Figure 1. Placed standard cells.
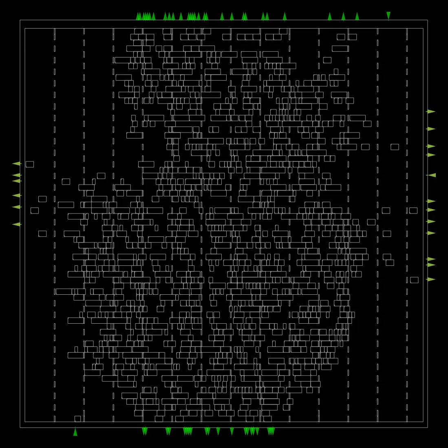
Figure 2. Sizing map.
The bar under the picture is 50 microns long.
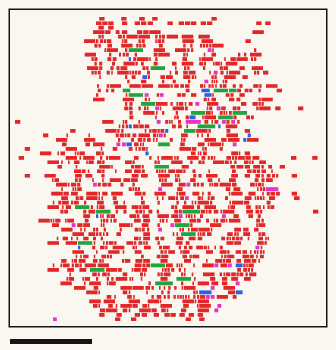
Figure 3. Metal layers overlaid.
The bar under the picture is 50 microns long.
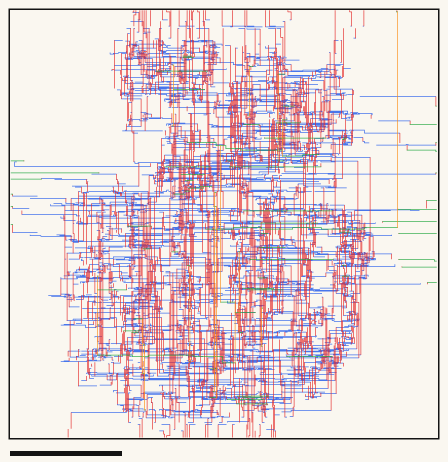
Figure 4. M4 wires.
Supply wires on this layer in gray.
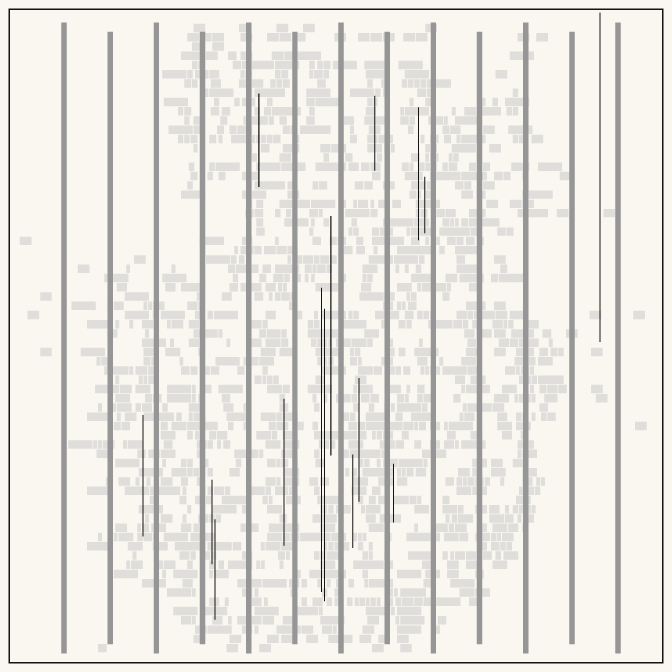
<file path="src/rtl/pie_rx_decoder.sv">
// Tag-side PIE receiver: recovers delimiter, data-0, RTcal, optional TRcal and data bits
// from the reader's serial line, delivering MSB-first bytes and frame-level pulses.
module pie_rx_decoder #(
    parameter int unsigned CNT_W     = 16,
    parameter int unsigned DELIM_MIN = 40,
    parameter int unsigned DELIM_MAX = 200,
    parameter int unsigned MIN_SYM   = 8
) (
    input  logic             clk,
    input  logic             reset,
    input  logic             rx,
    output logic             frame_start,
    output logic [CNT_W-1:0] rtcal_len,
    output logic [CNT_W-1:0] trcal_len,
    output logic             trcal_seen,
    output logic             byte_valid,
    output logic [7:0]       byte_data,
    output logic [3:0]       byte_bits,
    output logic [15:0]      bit_count,
    output logic             frame_end,
    output logic             err
);

    localparam logic [CNT_W-1:0] DelimMin = CNT_W'(DELIM_MIN);
    localparam logic [CNT_W-1:0] DelimMax = CNT_W'(DELIM_MAX);
    localparam logic [CNT_W-1:0] MinSym   = CNT_W'(MIN_SYM);

    typedef enum logic [2:0] {StIdle, StDelim, StD0, StRtcal, StSym, StEnd} state_e;

    state_e state_q, state_d;

    logic rx_s1, rx_s2, rx_prev;
    logic rise, fall;

    logic [CNT_W-1:0] cnt_q, cnt_d, lvl_q, lvl_d;
    logic [CNT_W-1:0] d0_len_q, d0_len_d, rtcal_q, rtcal_d, pivot_q, pivot_d;
    logic [CNT_W-1:0] trcal_q, trcal_d;
    logic             trcal_seen_q, trcal_seen_d, first_q, first_d;
    logic [7:0]       acc_q, acc_d, acc_new;
    logic [2:0]       fill_q, fill_d, bit_idx;
    logic [15:0]      bit_count_q, bit_count_d;
    logic             frame_start_q, frame_start_d, frame_end_q, frame_end_d;
    logic             err_q, err_d, byte_valid_q, byte_valid_d;
    logic [7:0]       byte_data_q, byte_data_d;
    logic [3:0]       byte_bits_q, byte_bits_d;
    logic [CNT_W+1:0] hi_lim;
    logic             hi_to, lo_to_sym, lo_to_pre, cur_bit;

    always_ff @(posedge clk) begin
        if (reset) begin
            rx_s1   <= 1'b1;
            rx_s2   <= 1'b1;
            rx_prev <= 1'b1;
        end else begin
            rx_s1   <= rx;
            rx_s2   <= rx_s1;
            rx_prev <= rx_s2;
        end
    end

    assign rise = rx_s2 & ~rx_prev;
    assign fall = ~rx_s2 & rx_prev;

    always_ff @(posedge clk) begin
        if (reset) begin
            state_q       <= StIdle;
            cnt_q         <= '0;
            lvl_q         <= '0;
            d0_len_q      <= '0;
            rtcal_q       <= '0;
            pivot_q       <= '0;
            trcal_q       <= '0;
            trcal_seen_q  <= 1'b0;
            first_q       <= 1'b0;
            acc_q         <= '0;
            fill_q        <= '0;
            bit_count_q   <= '0;
            frame_start_q <= 1'b0;
            frame_end_q   <= 1'b0;
            err_q         <= 1'b0;
            byte_valid_q  <= 1'b0;
            byte_data_q   <= '0;
            byte_bits_q   <= '0;
        end else begin
            state_q       <= state_d;
            cnt_q         <= cnt_d;
            lvl_q         <= lvl_d;
            d0_len_q      <= d0_len_d;
            rtcal_q       <= rtcal_d;
            pivot_q       <= pivot_d;
            trcal_q       <= trcal_d;
            trcal_seen_q  <= trcal_seen_d;
            first_q       <= first_d;
            acc_q         <= acc_d;
            fill_q        <= fill_d;
            bit_count_q   <= bit_count_d;
            frame_start_q <= frame_start_d;
            frame_end_q   <= frame_end_d;
            err_q         <= err_d;
            byte_valid_q  <= byte_valid_d;
            byte_data_q   <= byte_data_d;
            byte_bits_q   <= byte_bits_d;
        end
    end

    always_comb begin
        state_d       = state_q;
        d0_len_d      = d0_len_q;
        rtcal_d       = rtcal_q;
        pivot_d       = pivot_q;
        trcal_d       = trcal_q;
        trcal_seen_d  = trcal_seen_q;
        first_d       = first_q;
        acc_d         = acc_q;
        fill_d        = fill_q;
        bit_count_d   = bit_count_q;
        frame_start_d = 1'b0;
        frame_end_d   = 1'b0;
        err_d         = 1'b0;
        byte_valid_d  = 1'b0;
        byte_data_d   = byte_data_q;
        byte_bits_d   = byte_bits_q;

        // cnt: cycles since last accepted rising edge; lvl: cycles at the current level
        if (state_q == StIdle) begin
            cnt_d = '0;
            lvl_d = '0;
        end else begin
            cnt_d = (cnt_q == '1) ? cnt_q : cnt_q + CNT_W'(1);
            lvl_d = (rise || fall) ? CNT_W'(1) : ((lvl_q == '1) ? lvl_q : lvl_q + CNT_W'(1));
        end

        // A TRcal may still be in flight during the first interval, so allow up to 3x RTcal high
        hi_lim    = first_q ? ({2'b00, rtcal_q} + {1'b0, rtcal_q, 1'b0}) : {2'b00, rtcal_q};
        hi_to     = rx_prev && ({2'b00, lvl_q} > hi_lim);
        lo_to_sym = !rx_prev && (lvl_q > rtcal_q);
        // RTcal is not known yet before the frame starts; bound low time by the delimiter limit
        lo_to_pre = !rx_prev && (lvl_q > DelimMax);

        cur_bit = (cnt_q >= pivot_q);
        bit_idx = 3'd7 - fill_q;
        acc_new = acc_q;
        acc_new[bit_idx] = cur_bit;

        unique case (state_q)
            StIdle: begin
                if (fall) begin
                    state_d = StDelim;
                    cnt_d   = CNT_W'(1);
                    lvl_d   = CNT_W'(1);
                end
            end
            StDelim: begin
                if (rise) begin
                    if (cnt_q >= DelimMin && cnt_q <= DelimMax) begin
                        state_d = StD0;
                        cnt_d   = CNT_W'(1);
                    end else begin
                        err_d   = 1'b1;
                        state_d = StIdle;
                    end
                end
            end
            StD0: begin
                if (lo_to_pre) begin
                    err_d   = 1'b1;
                    state_d = StIdle;
                end else if (rise) begin
                    if (cnt_q >= MinSym) begin
                        d0_len_d = cnt_q;
                        cnt_d    = CNT_W'(1);
                        state_d  = StRtcal;
                    end else begin
                        err_d   = 1'b1;
                        state_d = StIdle;
                    end
                end
            end
            StRtcal: begin
                if (lo_to_pre) begin
                    err_d   = 1'b1;
                    state_d = StIdle;
                end else if (rise) begin
                    if (cnt_q > d0_len_q) begin
                        rtcal_d       = cnt_q;
                        pivot_d       = cnt_q >> 1;
                        frame_start_d = 1'b1;
                        bit_count_d   = '0;
                        trcal_d       = '0;
                        trcal_seen_d  = 1'b0;
                        first_d       = 1'b1;
                        acc_d         = '0;
                        fill_d        = '0;
                        cnt_d         = CNT_W'(1);
                        state_d       = StSym;
                    end else begin
                        err_d   = 1'b1;
                        state_d = StIdle;
                    end
                end
            end
            StSym: begin
                if (hi_to) begin
                    if (fill_q != 3'd0) begin
                        byte_valid_d = 1'b1;
                        byte_data_d  = acc_q;
                        byte_bits_d  = {1'b0, fill_q};
                    end
                    state_d = StEnd;
                end else if (lo_to_sym) begin
                    err_d   = 1'b1;
                    state_d = StIdle;
                end else if (rise) begin
                    cnt_d   = CNT_W'(1);
                    first_d = 1'b0;
                    if (cnt_q < MinSym) begin
                        err_d   = 1'b1;
                        state_d = StIdle;
                    end else if (first_q && cnt_q > rtcal_q) begin
                        trcal_d      = cnt_q;
                        trcal_seen_d = 1'b1;
                    end else begin
                        bit_count_d = (bit_count_q == 16'hFFFF) ? bit_count_q
                                                                : bit_count_q + 16'd1;
                        if (fill_q == 3'd7) begin
                            byte_valid_d = 1'b1;
                            byte_data_d  = acc_new;
                            byte_bits_d  = 4'd8;
                            acc_d        = '0;
                            fill_d       = '0;
                        end else begin
                            acc_d  = acc_new;
                            fill_d = fill_q + 3'd1;
                        end
                    end
                end
            end
            StEnd: begin
                frame_end_d = 1'b1;
                state_d     = StIdle;
            end
            default: state_d = StIdle;
        endcase
    end

    assign frame_start = frame_start_q;
    assign rtcal_len   = rtcal_q;
    assign trcal_len   = trcal_q;
    assign trcal_seen  = trcal_seen_q;
    assign byte_valid  = byte_valid_q;
    assign byte_data   = byte_data_q;
    assign byte_bits   = byte_bits_q;
    assign bit_count   = bit_count_q;
    assign frame_end   = frame_end_q;
    assign err         = err_q;

endmodule

</file>
<file path="config.mk">
export PLATFORM = sky130hd
export DESIGN_NAME = pie_rx_decoder
export DESIGN_NICKNAME = d
export VERILOG_FILES = /design/src/rtl/pie_rx_decoder.sv
export SDC_FILE = /design/constraint.sdc
export NUM_CORES = 1
export LEC_CHECK = 0
export ABC_AREA = 0
export CAP_MARGIN = 15
export CORE_MARGIN = 2
export CORE_UTILIZATION = 25
export DETAILED_ROUTE_END_ITERATION = 10
export HOLD_SLACK_MARGIN = 0.08
export PLACE_DENSITY = 0.49
export REMOVE_ABC_BUFFERS = 1
export SKIP_LAST_GASP = 1
export SLEW_MARGIN = 10
export SYNTH_ARGS = -nofsm -noshare
export SYNTH_HDL_FRONTEND = slang
export SYNTH_SLANG_ARGS = --single-unit
</file>
<file path="constraint.sdc">
create_clock -name clk -period 5 [get_ports clk]
set_input_delay 1 -clock clk [delete_from_list [all_inputs] [get_ports clk]]
set_output_delay 1 -clock clk [all_outputs]
set_load 0.01 [all_outputs]
</file>
==> git commit body <==
Log flow metrics for this revision

* Static Leak: 3.873 nW
- TritonCTS created 17 clock buffers.
- After synthesis, the mean cell area works out to 8.148 sq um.
- In the final design database the tool counted 1254 nets.
- For this run, the chip area from Yosys synthesis comes to 0.008800 sq mm.
* Heaviest power group: the clock network
- Yosys reported that registers with async set or reset make up 0%.
* Proportion of power drawn by flip-flops and latches: 44.1%
* Number of buffers and inverters on the critical path: 2
- Switching power as a share of total power: 21.86%
- Note, the detailed placer reported a final HPWL of 19870 microns.
* Post-CTS Hold Fix Bufs: 0
- Number of clock sinks seen by CTS: 131
- Post-route standard cell area excluding fillers: 0.01070 sq mm
- Per report_power, the combinational group accounts for 2.3% of the total.
* Number of instances in the placed design: 1582
- Buffering overhead: 8.721%
- H-Tree Level Count: 4
- The power report puts the net switching power at 0.5217 mW.
- Tapcells: 455
* Timing-limited maximum frequency: 210.8 MHz
- And+or+nand+nor area frac: 21.03%
* Capture point of the worst reg-to-reg path: byte_bits[1]
* Most utilized layer in the global route result: met2
- Total power: 2.386 mW
- Top cell area share: 29.80%
- Final ANT Viol Nets: 0
- The placement report lists the number of port buffers as 67.
- Per the OpenROAD floorplan log, the area of the die is 0.03672 sq mm.
- The synthesis report names the predominant flop master as sky130_fd_sc_hd__dfxtp_1.
- TritonCTS built the clock tree.
- The timing report shows that the slowest cell on the worst path is sky130_fd_sc_hd__o211ai_2.
- The signal on the critical path passes through ha_1, fa_1, a211oi_2, nor2_1, o21ai_0, buf_4, o21bai_1, a21o_1, a21oi_1, xor2_1, mux2i_1, ha_1, nand3_1, or4_1, and2_1, o211ai_2, buf_4, nand3_1, a21oi_1.
* Power per Cell Area: 223.0 mW/mm^2
* Top cell types by occurrence after synthesis: sky130_fd_sc_hd__dfxtp_1 (131), sky130_fd_sc_hd__ha_1 (104), sky130_fd_sc_hd__a21oi_1 (102), sky130_fd_sc_hd__nor2_1 (93), sky130_fd_sc_hd__inv_1 (79)
- Per the run report, area growth between synthesis and finish was 21.63%.
- Largest buffer count on any clock path: 2
- The first routing iteration left 407 violations.
* Clock group share of total power: 53.6%
- Proportion of layout cells with a drive suffix above 1: 6.649%
- Hold WS: 0.4324 ns
* Worst setup skew after layout: 0.008009 ns
* Post-Place Worst Slack: 0.2573 ns
* Post-Synthesis Cells: 1080
- In the setup report, the worst path falls into the class flop to flop.
- In this run, synthesis inferred 0 flip-flops with an integrated enable.
* Setup slack of the worst register-to-register path: 0.26 ns
- Number of I/O pins: 68
- Largest logic family: AND-OR/OR-AND gates
* Comb. pwr: 0.0558 mW
* Number of logic inverters in the finished layout: 79
- In the per-layer summary, the met1 wirelength comes to 12820 microns.
- Adding up every negative setup slack in the final design gives 0 ns.
* Share of the cycle needed by the critical path after routing: 94.87%
- Maximum fanout along the worst path: 15
* Fraction of area in multi-input gates: 53.13%
- The report gives the cell count of the worst hold path as 1.
- Transition at the pin with the smallest max-transition slack: 1.018 ns
- Data arrives at the worst endpoint at 5.10 ns.
- Data on the critical path is required at its endpoint by 5.36 ns.
- Initial core utilization: 25.41%
- Dominant logic cell type in the layout: sky130_fd_sc_hd__dfxtp_1
* Hold wc startpoint: rx_s1
- Summing the areas of all xor and xnor instances in the mapped netlist gives 3.285% of the synthesized area.
- Subtracting the final worst setup slack from the clock period gives 4.744 ns.
- The flow ran to the end, and the final reports show no timing, DRC or antenna violations.
* Crit path largest cell delay: 0.60 ns
- Grouping stages by cell kind, the critical path spends the most delay in AND-OR/OR-AND gates.
- On met2, the global router reports a usage of 24.66%.
* Number of distinct library cells after synthesis: 65
* Overflow left after global routing: 0
- Largest area contributor in the netlist: sky130_fd_sc_hd__dfxtp_1
- The mapped netlist covers 0.008800 sq mm.
- In this run the cell area measured after placement is 0.01009 sq mm.
- In the Yosys report the total cell count is 1080.
* Top-count cell post-synth: sky130_fd_sc_hd__dfxtp_1
- MI comb area: 0.005687 sq mm
- Top library cells by usage in the layout, fill and taps aside: sky130_fd_sc_hd__dfxtp_1 (130), sky130_fd_sc_hd__ha_1 (104), sky130_fd_sc_hd__a21oi_1 (102), sky130_fd_sc_hd__nor2_1 (93), sky130_fd_sc_hd__inv_1 (79)
* Final Hold Violation Tally: 0
- Top Metal Used: met4
- The first global-routing pass estimated 43280 microns of wire.
- According to the report, the first pass of detailed routing completed in 5 iterations.
- Share of cell area taken by flip-flops and latches: 24.51%
* Post-CTS Setup Bufs: 0
* Biggest area cells: sky130_fd_sc_hd__dfxtp_1 (30%), sky130_fd_sc_hd__ha_1 (15%), sky130_fd_sc_hd__a21oi_1 (5.8%), sky130_fd_sc_hd__nor2_1 (4.0%), sky130_fd_sc_hd__inv_1 (3.4%)
* Total of max-cap violations: 0
- Initial antenna violation count: 0
* Filler cells: 3629
* Critical path endpoint category: flop
- Setup slack after layout: 0.2564 ns
- CTS resizes: 0
* Stage-log warning count: 32
- Routed length on met2: 12500 microns
* Number of clock-tree buffers in the layout: 21
- Reported clock group power: 1.28 mW
- Largest cell class by area: combinational gates
- In this run the VDD rail shows a maximum IR drop of 0.2284 mV.
* Worst setup path endpoint: byte_bits[1]
* Number of global-route vias before repair: 8166
- Average via count per standard cell: 5.091
- Final setup violation count: 0
- Post-route DRC: 0
- The fraction of final cell area spent on clock buffers and inverters in this run is 5.541%.
- The floorplan step set the die height to 191.6 microns.
- Met3 wire len: 918 microns
* Cell chosen for the clock root: sky130_fd_sc_hd__clkbuf_16
- The number of multi-input combinational cells in the layout is 818.
- Crit path launch: rtcal_len[1]
- Counting buffers and inverters, the worst setup path is 19 cells deep.
- Combined flip-flop and latch cell area: 0.002624 sq mm
- The finished layout holds 1613 standard cells, fillers aside.
* Power in sequential cells: 1.05 mW
- Setup repair after global routing could not meet its margin everywhere.
* Headroom to the max-slew limit: 31.61%
- In this run the worst hold path is classified as flop to flop.
- Measured on the finished design, the core utilization comes to 30.91%.
- Once synthesis finished, the tally of register bits stood at 131.
- Entering global routing, the biggest net connects 50 pins.
About Figure 1:
Row Count: 68
Seq cells: 131
core box area: 0.03463 sq mm

About Figure 2:
[blue] drive 2 | cells: 17
[red] drive 1 or less | cells: 1081
[magenta] drive 3 to 4 | cells: 36
[green] drive 6 and up | cells: 24

About Figure 3:
[orange] met4 | wire length: 658 microns
[blue] met1 | wire length: 12800 microns
[green] met3 | wire length: 918 microns
[red] met2 | wire length: 12500 microns
Tot GR Track Use: 15.00%
total wire length: 26900 microns
mean routed wirelength per cell: 16.68 microns

About Figure 4:
wire length on this layer: 658 microns
share of all routed wire: 2.4%
longest straight run: 96.6 microns
main direction: vertical
nets with wire on the layer: 11
routed via count: 8211

No activity file was given, so power comes from the tool's default toggle rates.
